**config.mk**
```make
export PLATFORM = sky130hd
export DESIGN_NAME = drain_collector
export DESIGN_NICKNAME = d
export VERILOG_FILES = /design/src/rtl/common_pkg.sv /design/src/rtl/drain_channel_rx.sv /design/src/rtl/drain_collector.sv
export SDC_FILE = /design/constraint.sdc
export NUM_CORES = 1
export LEC_CHECK = 0
export CAP_MARGIN = 20
export CORE_ASPECT_RATIO = 0.75
export CORE_MARGIN = 2
export CORE_UTILIZATION = 52
export DETAILED_ROUTE_END_ITERATION = 7
export GPL_TIMING_DRIVEN = 0
export PLACE_DENSITY = 0.78
export SLEW_MARGIN = 10
export SYNTH_ARGS = -nofsm -noshare
export SYNTH_HDL_FRONTEND = slang
export SYNTH_HIERARCHICAL = 1
export SYNTH_SLANG_ARGS = --single-unit
export TNS_END_PERCENT = 1
```
**constraint.sdc**
```tcl
create_clock -name clk -period 2.9 [get_ports clk]
set_clock_uncertainty 0.15 [all_clocks]
set_input_delay 0.29 -clock clk [delete_from_list [all_inputs] [get_ports clk]]
set_output_delay 0.29 -clock clk [all_outputs]
set_load 0.01 [all_outputs]
```
**src/rtl/common_pkg.sv**
```systemverilog
// Shared types and sizes for the systolic-array drain path.
//   ctrl_t        : controller command (drain_en + tile base address c_addr)
//   drain_data_t  : one drain beat (enable + element data)
//   row_t         : one tile row, element col at bits [col*DATA_WIDTH +: DATA_WIDTH]
//   drain_state_t : drain collector FSM states
package common_pkg;

    localparam int unsigned SYS_ARRAY_SIZE     = 4;
    localparam int unsigned DATA_WIDTH         = 8;
    localparam int unsigned ADDR_WIDTH         = 64;
    localparam int unsigned DRAIN_CHANNEL_SIZE = (SYS_ARRAY_SIZE + 1) / 2;
    localparam int unsigned T_D                = 2 * SYS_ARRAY_SIZE;
    localparam int unsigned BEAT_CNT_W         = $clog2(T_D) + 1;
    localparam int unsigned IDX_W              = (SYS_ARRAY_SIZE > 1) ? $clog2(SYS_ARRAY_SIZE) : 1;

    typedef logic [$clog2(SYS_ARRAY_SIZE + 1)-1:0] mcount_t;

    typedef struct packed {
        logic                  drain_en;
        logic [ADDR_WIDTH-1:0] c_addr;
    } ctrl_t;

    typedef struct packed {
        logic                  enable;
        logic [DATA_WIDTH-1:0] data;
    } drain_data_t;

    typedef logic [SYS_ARRAY_SIZE*DATA_WIDTH-1:0] row_t;

    typedef enum logic [1:0] {
        IDLE,
        COLLECT,
        WRITE,
        DONE
    } drain_state_t;

    // The last channel carries a single row when the array size is odd.
    function automatic int unsigned expected_beats(input int unsigned ch);
        if ((SYS_ARRAY_SIZE % 2 == 1) && (ch == DRAIN_CHANNEL_SIZE - 1)) begin
            return SYS_ARRAY_SIZE;
        end
        return T_D;
    endfunction

endpackage

```
**src/rtl/drain_channel_rx.sv**
```systemverilog
// Per-channel drain receiver: counts accepted beats, maps the current beat to
// its (row, col) position in the tile and raises the buffer write enable.
//   clk, rst_n  : clock, async active-low reset
//   clear       : zero the beat counter (new tile accepted)
//   active      : collector is in COLLECT; beats outside it are ignored
//   beat        : incoming drain beat
//   wr_en_c     : buffer write enable for this cycle's beat
//   wr_row_c    : tile row of this cycle's beat
//   wr_col_c    : tile column of this cycle's beat
//   wr_data_c   : element value to write
//   complete_c  : channel has all its beats, counting a completing beat this cycle
module drain_channel_rx
    import common_pkg::*;
#(
    parameter int unsigned CH = 0
) (
    input  logic                  clk,
    input  logic                  rst_n,
    input  logic                  clear,
    input  logic                  active,
    input  drain_data_t           beat,
    output logic                  wr_en_c,
    output logic [IDX_W-1:0]      wr_row_c,
    output logic [IDX_W-1:0]      wr_col_c,
    output logic [DATA_WIDTH-1:0] wr_data_c,
    output logic                  complete_c
);

    localparam int unsigned EXP_BEATS = expected_beats(CH);

    logic [BEAT_CNT_W-1:0] count_q;
    logic                  full_c;

    // Beat b lands at row 2*CH + b/N, col b%N; beats past the expected count drop.
    always_comb begin
        full_c     = (count_q == BEAT_CNT_W'(EXP_BEATS));
        wr_en_c    = active && beat.enable && !full_c;
        wr_row_c   = IDX_W'(2 * CH + 32'(count_q) / SYS_ARRAY_SIZE);
        wr_col_c   = IDX_W'(32'(count_q) % SYS_ARRAY_SIZE);
        wr_data_c  = beat.data;
        complete_c = full_c || (wr_en_c && (count_q == BEAT_CNT_W'(EXP_BEATS - 1)));
    end

    // Beat counter.
    always_ff @(posedge clk or negedge rst_n) begin
        if (!rst_n) begin
            count_q <= '0;
        end else if (clear) begin
            count_q <= '0;
        end else if (wr_en_c) begin
            count_q <= count_q + BEAT_CNT_W'(1);
        end
    end

endmodule

```
**src/rtl/drain_collector.sv**
```systemverilog
// Drain collector: gathers the N x N result tile from the drain channels into a
// local buffer, then writes it to memory one row per request starting at c_addr.
//   clk, rst_n   : clock, async active-low reset
//   ctrl_i       : command; drain_en starts a tile, c_addr is its base address
//   drain_i      : drain channels, beat valid when enable=1
//   mem_req_o    : row write request
//   mem_addr_o   : row write address (c_addr + r*N, wrapping)
//   mem_wdata_o  : row data, element col at [col*DATA_WIDTH +: DATA_WIDTH]
//   mem_gnt_i    : grant, request completes when req & gnt
//   busy_o       : tile in progress
//   done_o       : one-cycle pulse after the last row is granted
module drain_collector
    import common_pkg::*;
(
    input  logic                                 clk,
    input  logic                                 rst_n,
    input  ctrl_t                                ctrl_i,
    input  drain_data_t [DRAIN_CHANNEL_SIZE-1:0] drain_i,
    output logic                                 mem_req_o,
    output logic [ADDR_WIDTH-1:0]                mem_addr_o,
    output row_t                                 mem_wdata_o,
    input  logic                                 mem_gnt_i,
    output logic                                 busy_o,
    output logic                                 done_o
);

    localparam int unsigned N   = SYS_ARRAY_SIZE;
    localparam int unsigned DCS = DRAIN_CHANNEL_SIZE;

    drain_state_t          state_q;
    logic [ADDR_WIDTH-1:0] c_addr_q;
    mcount_t               row_q;
    mcount_t               next_row_c;
    row_t                  buf_q [N];
    row_t                  row0_view_c;

    logic                  clear_c;
    logic                  active_c;
    logic                  all_complete_c;
    logic [DCS-1:0]        ch_wr_en_c;
    logic [DCS-1:0]        ch_complete_c;
    logic [IDX_W-1:0]      ch_row_c  [DCS];
    logic [IDX_W-1:0]      ch_col_c  [DCS];
    logic [DATA_WIDTH-1:0] ch_data_c [DCS];

    always_comb begin
        clear_c        = (state_q == IDLE) && ctrl_i.drain_en;
        active_c       = (state_q == COLLECT);
        all_complete_c = &ch_complete_c;
        next_row_c     = mcount_t'(row_q + mcount_t'(1));
    end

    for (genvar g = 0; g < DCS; g++) begin : g_rx
        drain_channel_rx #(
            .CH(g)
        ) u_rx (
            .clk        (clk),
            .rst_n      (rst_n),
            .clear      (clear_c),
            .active     (active_c),
            .beat       (drain_i[g]),
            .wr_en_c    (ch_wr_en_c[g]),
            .wr_row_c   (ch_row_c[g]),
            .wr_col_c   (ch_col_c[g]),
            .wr_data_c  (ch_data_c[g]),
            .complete_c (ch_complete_c[g])
        );
    end

    // Tile buffer; contents are don't-care after reset.
    always_ff @(posedge clk) begin
        for (int ch = 0; ch < DCS; ch++) begin
            if (ch_wr_en_c[ch]) begin
                buf_q[ch_row_c[ch]][ch_col_c[ch]*DATA_WIDTH +: DATA_WIDTH] <= ch_data_c[ch];
            end
        end
    end

    // Row 0 as it will look after this cycle's writes, so the first request
    // can be registered in the same cycle the final beat arrives.
    always_comb begin
        row0_view_c = buf_q[0];
        for (int ch = 0; ch < DCS; ch++) begin
            if (ch_wr_en_c[ch] && (ch_row_c[ch] == IDX_W'(0))) begin
                row0_view_c[ch_col_c[ch]*DATA_WIDTH +: DATA_WIDTH] = ch_data_c[ch];
            end
        end
    end

    // Control FSM with registered memory-side outputs.
    always_ff @(posedge clk or negedge rst_n) begin
        if (!rst_n) begin
            state_q     <= IDLE;
            c_addr_q    <= '0;
            row_q       <= '0;
            mem_req_o   <= 1'b0;
            mem_addr_o  <= '0;
            mem_wdata_o <= '0;
            busy_o      <= 1'b0;
            done_o      <= 1'b0;
        end else begin
            done_o <= 1'b0;
            case (state_q)
                IDLE: begin
                    if (ctrl_i.drain_en) begin
                        c_addr_q <= ctrl_i.c_addr;
                        busy_o   <= 1'b1;
                        state_q  <= COLLECT;
                    end
                end
                COLLECT: begin
                    if (all_complete_c) begin
                        row_q       <= '0;
                        mem_req_o   <= 1'b1;
                        mem_addr_o  <= c_addr_q;
                        mem_wdata_o <= row0_view_c;
                        state_q     <= WRITE;
                    end
                end
                WRITE: begin
                    if (mem_req_o && mem_gnt_i) begin
                        if (row_q == mcount_t'(N - 1)) begin
                            mem_req_o <= 1'b0;
                            busy_o    <= 1'b0;
                            done_o    <= 1'b1;
                            state_q   <= DONE;
                        end else begin
                            row_q       <= next_row_c;
                            mem_addr_o  <= mem_addr_o + ADDR_WIDTH'(N);
                            mem_wdata_o <= buf_q[IDX_W'(next_row_c)];
                        end
                    end
                end
                DONE: begin
                    state_q <= IDLE;
                end
                default: begin
                    state_q <= IDLE;
                end
            endcase
        end
    end

endmodule
```
**Run 1: the metal 1 layer**

Scale: 2 px per um.
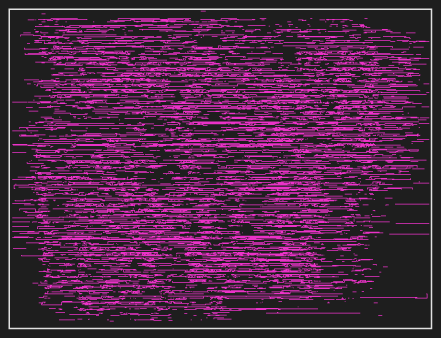
share of all routed wire = 40%
main direction = horizontal
wire length on this layer = 23.0 mm
longest straight run = 71.8 um
nets with wire on the layer = 1863
Detailed Route WL: 57000 um
via count: 15300
met1 usage: 49.0%

**Run 1: layout detail**

Region (40, 107) to (65, 132) um. Cells in grey, sequential cells in the stronger grey; small squares are vias.
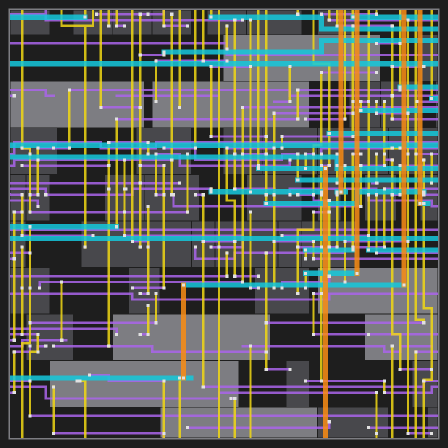
orange -> M4
yellow -> M2
purple -> M1
cyan -> M3
most frequent = dfrtp_1 (6)
sequential cells in the window = 7
netlist names of flops here include = mem_addr_o (4), c_addr_q (2)
cells with their middle in the window = 43

==> flow_summary.yaml, run 1 <==
# generated from flow reports
clocking:
  holdBufCountCts: 1
  cts_resized: 81
min_path:
  hold_path_class: "in -> reg"
status:
  outcome: "complete, but fails checks"
  violations: "negative setup slack"
job:
  maxCapViolations: 0
cells_and_area:
  nNetsFinal: 2009
  regArea_um2: 8250
  comb_share_pct: 38.8
power_and_ir_drop:
  pwr-share-comb_pct: 43.8
final_timing:
  fin_hold_ws_ns: 0.0668
  setup_viol: 21
  fin_crit_sh_pct: 102
  rsz0062_at_grt: "true"
  setup_ws_ns: -0.0648
worst_setup_path:
  regToRegEndpoint: "buf_q[2][8]"
  startpoint: "state_q[1]"
  setup.worst_path.end_class: "flip-flop"
  critical_path.endpoint: "buf_q[2][8]"
logic_synthesis:
  synthFlopType: "dfrtp_1"
  netlist-cell-type-count: 71
**Run 1: routing congestion**

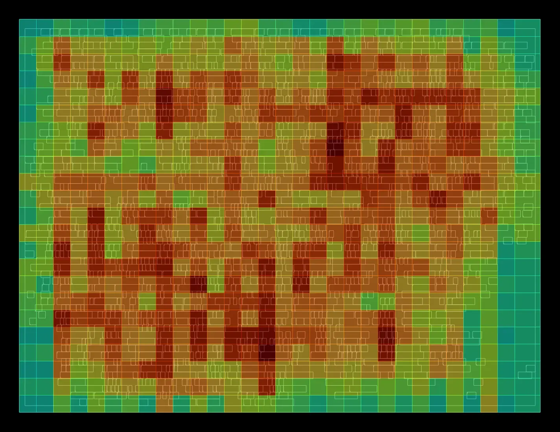
met3 Resource Use GR: 10.0%
utilization after layout: 65.3%
routed length per instance: 24.5 um
GRT Total Usage: 33.8%
routing usage on met2: 48.5%

## run 1: cells in the mapped netlist, types with 4 or more instances
| cell type | instances |
|---|---|
| or2_2 | 7 |
| mux4_2 | 32 |
| and3_1 | 17 |
| ha_1 | 21 |
| buf_4 | 22 |
| nand2b_1 | 17 |
| nand2_1 | 236 |
| a311oi_1 | 8 |
| a211oi_1 | 6 |
| a22oi_1 | 4 |
| a31oi_1 | 5 |
| nor3_2 | 4 |
| o21ai_0 | 190 |
| and2_1 | 28 |
| a2bb2oi_1 | 7 |
| mux2_2 | 72 |
| nor4_1 | 6 |
| inv_1 | 29 |
| or3_1 | 10 |
| nand3b_1 | 4 |
| clkbuf_1 | 86 |
| o31ai_1 | 5 |
| nand4_1 | 29 |
| o22ai_1 | 38 |
| o21bai_1 | 5 |
| nor3b_1 | 8 |
| nor3_1 | 13 |
| buf_2 | 13 |
| mux2i_1 | 19 |
| buf_1 | 7 |
| o211ai_1 | 8 |
| nor2b_1 | 25 |
| a21oi_1 | 145 |
| dfrtp_1 | 176 |
| a21o_1 | 5 |
| and4_1 | 13 |
| nor2_1 | 71 |
| edfxtp_1 | 128 |
| nand3_1 | 105 |
| a31o_2 | 4 |
## run 1: power by group through the flow
stage	Clock, mW	Combinational [mW]	Sequential (mW)
after floorplan	0	4.88	7.05
after global placement	0	8.17	7.15
after detailed placement	0	8.44	7.20
after CTS	4.39	8.66	7.14
after global routing	4.56	9.62	7.34
final	4.37	8.99	7.20
## run 1: registers in the layout, indices dropped and copies added, names as in the netlist
| register | cells |
|---|---|
| buf_q | 128 |
| busy_o | 1 |
| c_addr_q | 64 |
| done_o | 1 |
| g_rx.u_rx/count_q | 8 |
| mem_addr_o | 64 |
| mem_req_o | 1 |
| mem_wdata_o | 32 |
| row_q | 3 |
| state_q | 2 |
## run 1: worst min path at each step
stage | to | startpoint | slack, ns | depth (start not counted)
2_1_floorplan | busy_o | rst_n | -0.16 | 0
3_5_place_dp | mem_wdata_o[14] | rst_n | 0.15 | 1
3_3_place_gp | row_q[1] | row_q[1] | 0.31 | 2
6_report | buf_q[0][13] | drain_i[14] | 0.07 | 3
5_1_grt | buf_q[0][13] | drain_i[14] | 0.07 | 3
4_1_cts | buf_q[0][13] | drain_i[14] | 0.04 | 3
## run 1: worst max-delay path, delay by kind of cell, from the launching register on
kind,cells,cell delay [ns]
and+or+nand+nor,3,0.73
AOI/OAI and AO/OA,1,0.30
adders and majority gates,1,0.24
buffers and inverters,3,0.76
DFF,1,0.40
## run 1: metrics by stage
step	worst slack [ns]	total power, mW	setup TNS, ns	util, %
after floorplan	-0.0150	11.9	-0.120	-
after global placement	-6.27	15.3	-1222.06	59.9
after detailed placement	-1.09	15.6	-148.79	60.1
after CTS	-0.0838	20.2	-0.880	64.5
after global routing	-0.128	21.5	-4.79	65.3
final	-0.0648	20.6	-0.850	65.3
## run 1: cell families after synthesis
kind of cell,Yosys count
and+or+nand+nor,614
buffers and inverters,159
muxes,125
DFF,304
AOI/OAI and AO/OA,454
adders and majority gates,21
## Run 2: what changed since run 1
- ABC_CLOCK_PERIOD_IN_PS: unset -> 2900
- CELL_PAD_IN_SITES_DETAIL_PLACEMENT: unset -> 1
- CELL_PAD_IN_SITES_GLOBAL_PLACEMENT: unset -> 2
- CORE_UTILIZATION: 52 -> 34
- CTS_BUF_LIST: unset -> sky130_fd_sc_hd__clkbuf_8
- PLACE_DENSITY: 0.78 -> unset
- PLACE_DENSITY_LB_ADDON: unset -> 0.1
**Run 2: cells coloured by class**

Scale: 1.5 px per um.
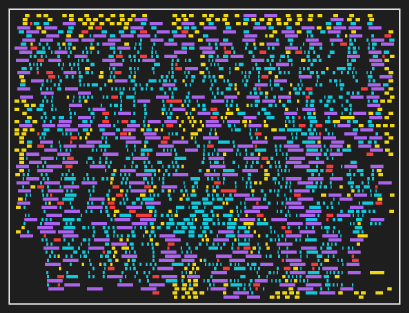
red -> clock drivers and dummy loads  # cells 100, share of their area 5.6%
yellow -> remaining buffers and delay cells  # cells 352, share of their area 14%
cyan -> remaining logic cells  # cells 1244, share of their area 40%
purple -> registers  # cells 304, share of their area 40%

**Run 2: the metal 1 layer**

Scale: 2 px per um.
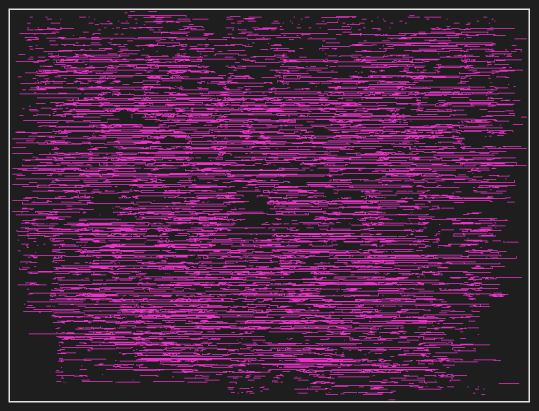
wire length on this layer = 32.6 mm
nets with wire on the layer = 1921
main direction = horizontal
longest straight run = 85.1 um
share of all routed wire = 48%
Detailed Route WL: 67800 um
via count: 15000
met1 usage: 39.8%

==> run 2 against run 1 <==
The flow still finishes with violations (negative setup slack). Synthesized cell count unchanged. Cell count grew 14%. Maximum frequency is 4.0% lower. Synthesized area did not move. Sequential share of layout area fell by 1.6 points. Utilization down 21 points. Clock-buffer cell count rose by 21. Critical path depth fell by 2. Setup slack got worse by 0.12 ns. Routed wire length up 19%. Total power up 2.9%. Register-to-register slack worse by 0.12 ns. Critical path type unchanged. Largest cell class unchanged. Highest routed layer is now met5.
==> flow_summary.yaml, run 2 <==
# generated from flow reports
status:
  outcome: "complete, but fails checks"
  violations: "negative setup slack"
cells_and_area:
  nNetsFinal: 2064
  regArea_um2: 8250
  fin_util_pct: 44.1
logic_synthesis:
  synth_dominant_cell_count: "nand2_1"
  synthFlopType: "dfrtp_1"
final_timing:
  tns_ns: -1.02
  setup_ws_ns: -0.190
  fin_crit_sh_pct: 107
  fin_hold_ws_ns: 0.0528
  setup_viol: 18
worst_setup_path:
  path_buffers: 4
  startpoint: "g_rx[1].u_rx/count_q[3]"
  path_delay_family: "buffers and inverters"
power_and_ir_drop:
  pwr-share-comb_pct: 45.0
  p_total_mw: 21.2
detailed_routing:
  wl_per_cell_um: 25.6
grt:
  gr-usage-all-layers_pct: 26.8
job:
  maxCapViolations: 0
-- run 2: cell count changes in the layout (fill, tap and decap cells not counted), moves of 6 or more --
cell | before | now
dlygate4sd3_1 | 1 | 18
buf_4 | 45 | 56
clkbuf_8 | 5 | 67
clkbuf_1 | 52 | 35
clkbuf_16 | 36 | 0
o21ai_1 | 3 | 9
inv_1 | 29 | 42
o21ai_0 | 183 | 177
-- run 2: logic make-up after synthesis --
| logic type | count (synthesis) | synth area share [%] |
|---|---|---|
| compound gates | 454 | 15.4 |
| simple gates | 614 | 18.6 |
| fa+ha+maj | 21 | 1.58 |
| flops | 304 | 49.6 |
| mux | 125 | 10.5 |
| buf+inv | 159 | 4.19 |
-- run 2: power by group through the flow --
| stage | registers [mW] | clock network (mW) | logic [mW] |
|---|---|---|---|
| floorplan | 7.05 | 0 | 4.88 |
| CTS | 7.22 | 4.52 | 9.23 |
| detailed placement | 7.28 | 0 | 8.91 |
| global route | 7.41 | 4.70 | 10.3 |
| finish | 7.21 | 4.42 | 9.53 |
| global placement | 7.25 | 0 | 8.70 |
-- run 2: worst max path at each step --
stage	to	slack [ns]
floorplan	buf_q[1][0]	-0.01
global placement	c_addr_q[21]	-6.88
detailed placement	mem_addr_o[31]	-1.44
CTS	mem_wdata_o[3]	-0.08
global route	buf_q[3][26]	-0.21
finish	buf_q[3][27]	-0.19
-- run 2: timing repair --
| action | in CTS | in global routing |
|---|---|---|
| hold buffers | 18 | 0 |
| gates resized | 119 | 84 |
| pin swaps | 7 | 7 |
| setup buffers | 11 | 15 |
| endpoints found under the setup margin | 361 | 273 |
| hold endpoints to repair | 164 | 0 |
-- run 2: layout make-up --
| type | instances | share of cell area (%) |
|---|---|---|
| plain buffers | 128 | 3.45 |
| multi-input cells | 1214 | 37.7 |
| flip-flops and latches | 304 | 38.6 |
| well taps | 648 | 3.79 |
| inverters | 30 | 0.527 |
| repair buffers | 224 | 10.5 |
| clock inverters | 33 | 1.08 |
| clock buffers | 67 | 4.31 |
-- run 2: routing by layer --
metal	track usage, %	share of wire (%)	up-vias
met5	0	0.074	-
met4	6.62	2.1	2
met3	6.05	6.8	88
met2	39.3	43	463
met1	39.8	48	7731
li1	-	-	6750
-- run 2: worst min-delay path: cells and delay by family --
kind     cells  cell delay [ns]
buf+inv      3             1.01
## Run 3: what changed since run 2
- CTS_BUF_LIST: sky130_fd_sc_hd__clkbuf_8 -> sky130_fd_sc_hd__clkbuf_2
**Run 3: the metal 1 layer**

Scale: 2 px per um.
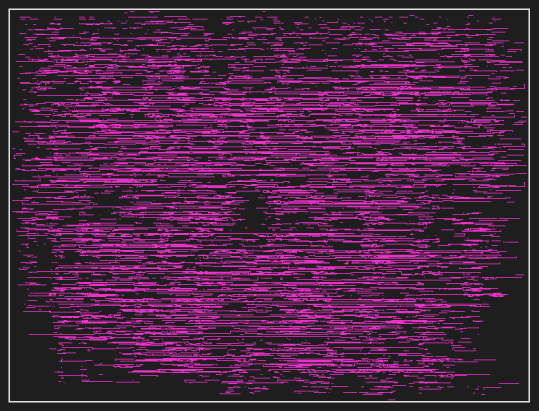
share of all routed wire = 47%
longest straight run = 81.4 um
wire length on this layer = 32.7 mm
nets with wire on the layer = 2008
main direction = horizontal
via count: 15500
Detailed Route WL: 69200 um
met1 usage: 40.1%

**Run 3: drive-strength map**

Scale: 1.5 px per um.
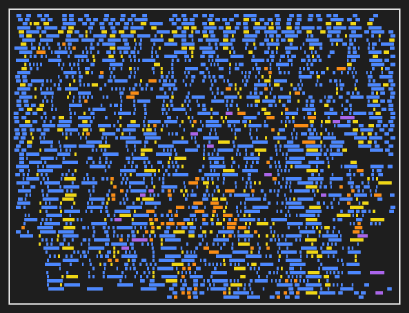
yellow -> x2  # cells 331
blue -> x1 and smaller  # cells 1677
purple -> x6 and larger  # cells 15
orange -> x3 and x4  # cells 94

==> run 3 against run 2 <==
The run still ends with negative setup slack left. Largest cell class unchanged. Utilization is 0.48 points higher. Combinational power is 0.7% lower. Cell count rose by 4.7%. Flip-flop count unchanged. Non-clock buffer count up 67. Setup slack better by 0.11 ns. Clock-buffer cell count rose by 55. Highest routed layer unchanged. Sequential share of layout area down 0.42 points. Register-to-register slack better by 0.11 ns.
==> flow_summary.yaml, run 3 <==
# generated from flow reports
status:
  outcome: "complete, but fails checks"
  violations: "negative setup slack"
worst_setup_path:
  regToRegEndpoint: "buf_q[3][23]"
  rr_startpoint: "g_rx[1].u_rx/count_q[2]"
  worstPathArrival_ns: 3.67
  path_buffers: 3
  path_delay_family: "buffers and inverters"
  setup.worst_path.end_class: "flip-flop"
  critPathRequiredTime_ns: 3.59
final_timing:
  fin_crit_sh_pct: 103
  setup_viol: 7
  hold_viol: 0
  setup_ws_ns: -0.0811
clocking:
  root_buffer: "clkbuf_2"
  cts_tree: "built"
  worstSkewPairLatency_ns: 1.11
  clk_pin_slew_ns: 0.09
detailed_routing:
  ant_nets: 0
  wl_met2_um: 30300
  highest_layer: "met5"
  wl_met1_um: 32700
  wl_per_cell_um: 25.0
  drcViolationCount: 0
  dr_wl_met3_um: 4700
grt:
  grt_pass1_wl_um: 104000
  grt_overflow: 0
  gr-usage-all-layers_pct: 27.4
  antenna_found_initial: 5
min_path:
  hold_start: "drain_i[9]"
cells_and_area:
  nNetsFinal: 2160
  drive_above_1_share_pct: 20.8
  largest_reg_flops: 128
power_and_ir_drop:
  p_total_mw: 19.9
job:
  maxCapViolations: 0
logic_synthesis:
  syn_area_per_cell_um2: 9.91
  synthCells: 1677
  synthFlopType: "dfrtp_1"
  synth_dominant_cell_count: "nand2_1"
  yosys_area_um2: 16600
  top_area_cell: "dfrtp_1"
floorplanning:
  fp.dieW_um: 259
==> run 3: kinds of logic after synthesis <==
logic type | Yosys count | share of synthesized area, %
AND-OR/OR-AND | 454 | 15.4
adder cells (fa/ha/maj) | 21 | 1.58
buffers and inverters | 159 | 4.19
flip-flops | 304 | 49.6
multiplexers | 125 | 10.5
AND/OR/NAND/NOR | 614 | 18.6
==> run 3: where the power goes <==
| group | switching [mW] | leakage [nW] | internal, mW |
|---|---|---|---|
| logic | 5.38 | 4.37 | 4.08 |
| registers | 1.38 | 3.24 | 5.82 |
| clock network | 2.05 | 0.573 | 1.21 |
| total | 8.81 | 8.19 | 11.1 |
==> run 3: per-stage QoR <==
stage | cells | hold slack (ns) | setup slack [ns] | utilization (%) | setup TNS (ns)
after floorplan | 1677 | -0.156 | -0.0150 | - | -0.120
after global placement | 2493 | 0.306 | -6.88 | 39.4 | -1441.62
after detailed placement | 2504 | -0.0479 | -1.44 | 39.7 | -230.79
after CTS | 2755 | 0.00621 | -0.195 | 44.0 | -5.06
after global routing | 2770 | -0.00220 | -0.236 | 44.5 | -10.30
final | 2773 | 0.0559 | -0.0811 | 44.5 | -0.223
==> run 3: timing repair <==
item | CTS | global route
buffers inserted | 9 | 9
setup endpoints to repair | 366 | 268
hold buffers | 93 | 0
pin swaps | 6 | 1
endpoints found under the hold margin | 413 | 0
cloned | 0 | 0
resized | 122 | 59
==> run 3: worst max path at each step <==
stage | start | endpoint | slack (ns)
2_1_floorplan | state_q[1] | buf_q[1][0] | -0.01
3_3_place_gp | rst_n | c_addr_q[21] | -6.88
3_5_place_dp | state_q[1] | mem_addr_o[31] | -1.44
4_1_cts | g_rx[1].u_rx/count_q[0] | mem_wdata_o[11] | -0.19
5_1_grt | g_rx[1].u_rx/count_q[2] | buf_q[3][18] | -0.24
6_report | g_rx[1].u_rx/count_q[2] | buf_q[3][23] | -0.08
==> run 3: worst min-delay path, stage by stage <==
cell and delay [ns]:
dlygate4sd3_1 0.53, buf_4 0.19, nand3_1 0.08, o21ai_0 0.07
==> run 3: layout make-up <==
| type | instances | area (um2) | share of cell area [%] |
|---|---|---|---|
| Buffer | 128 | 736 | 3.40 |
| Antenna cell | 8 | 20.0 | 0.0926 |
| Clock buffer | 122 | 611 | 2.82 |
| Sequential cell | 304 | 8250 | 38.2 |
| Tap cell | 648 | 811 | 3.75 |
| Timing Repair Buffer | 291 | 2910 | 13.5 |
| Inverter | 30 | 113 | 0.521 |
| Multi-Input combinational cell | 1214 | 8020 | 37.1 |
| Clock inverter | 28 | 136 | 0.631 |
==> run 3: routing by layer <==
| layer | track usage [%] | up-vias |
|---|---|---|
| li1 | - | 6997 |
| met1 | 40.1 | 7866 |
| met2 | 40.6 | 481 |
| met3 | 6.65 | 114 |
| met4 | 6.83 | 2 |
| met5 | 0 | - |
Power and IR drop assume default switching activity.
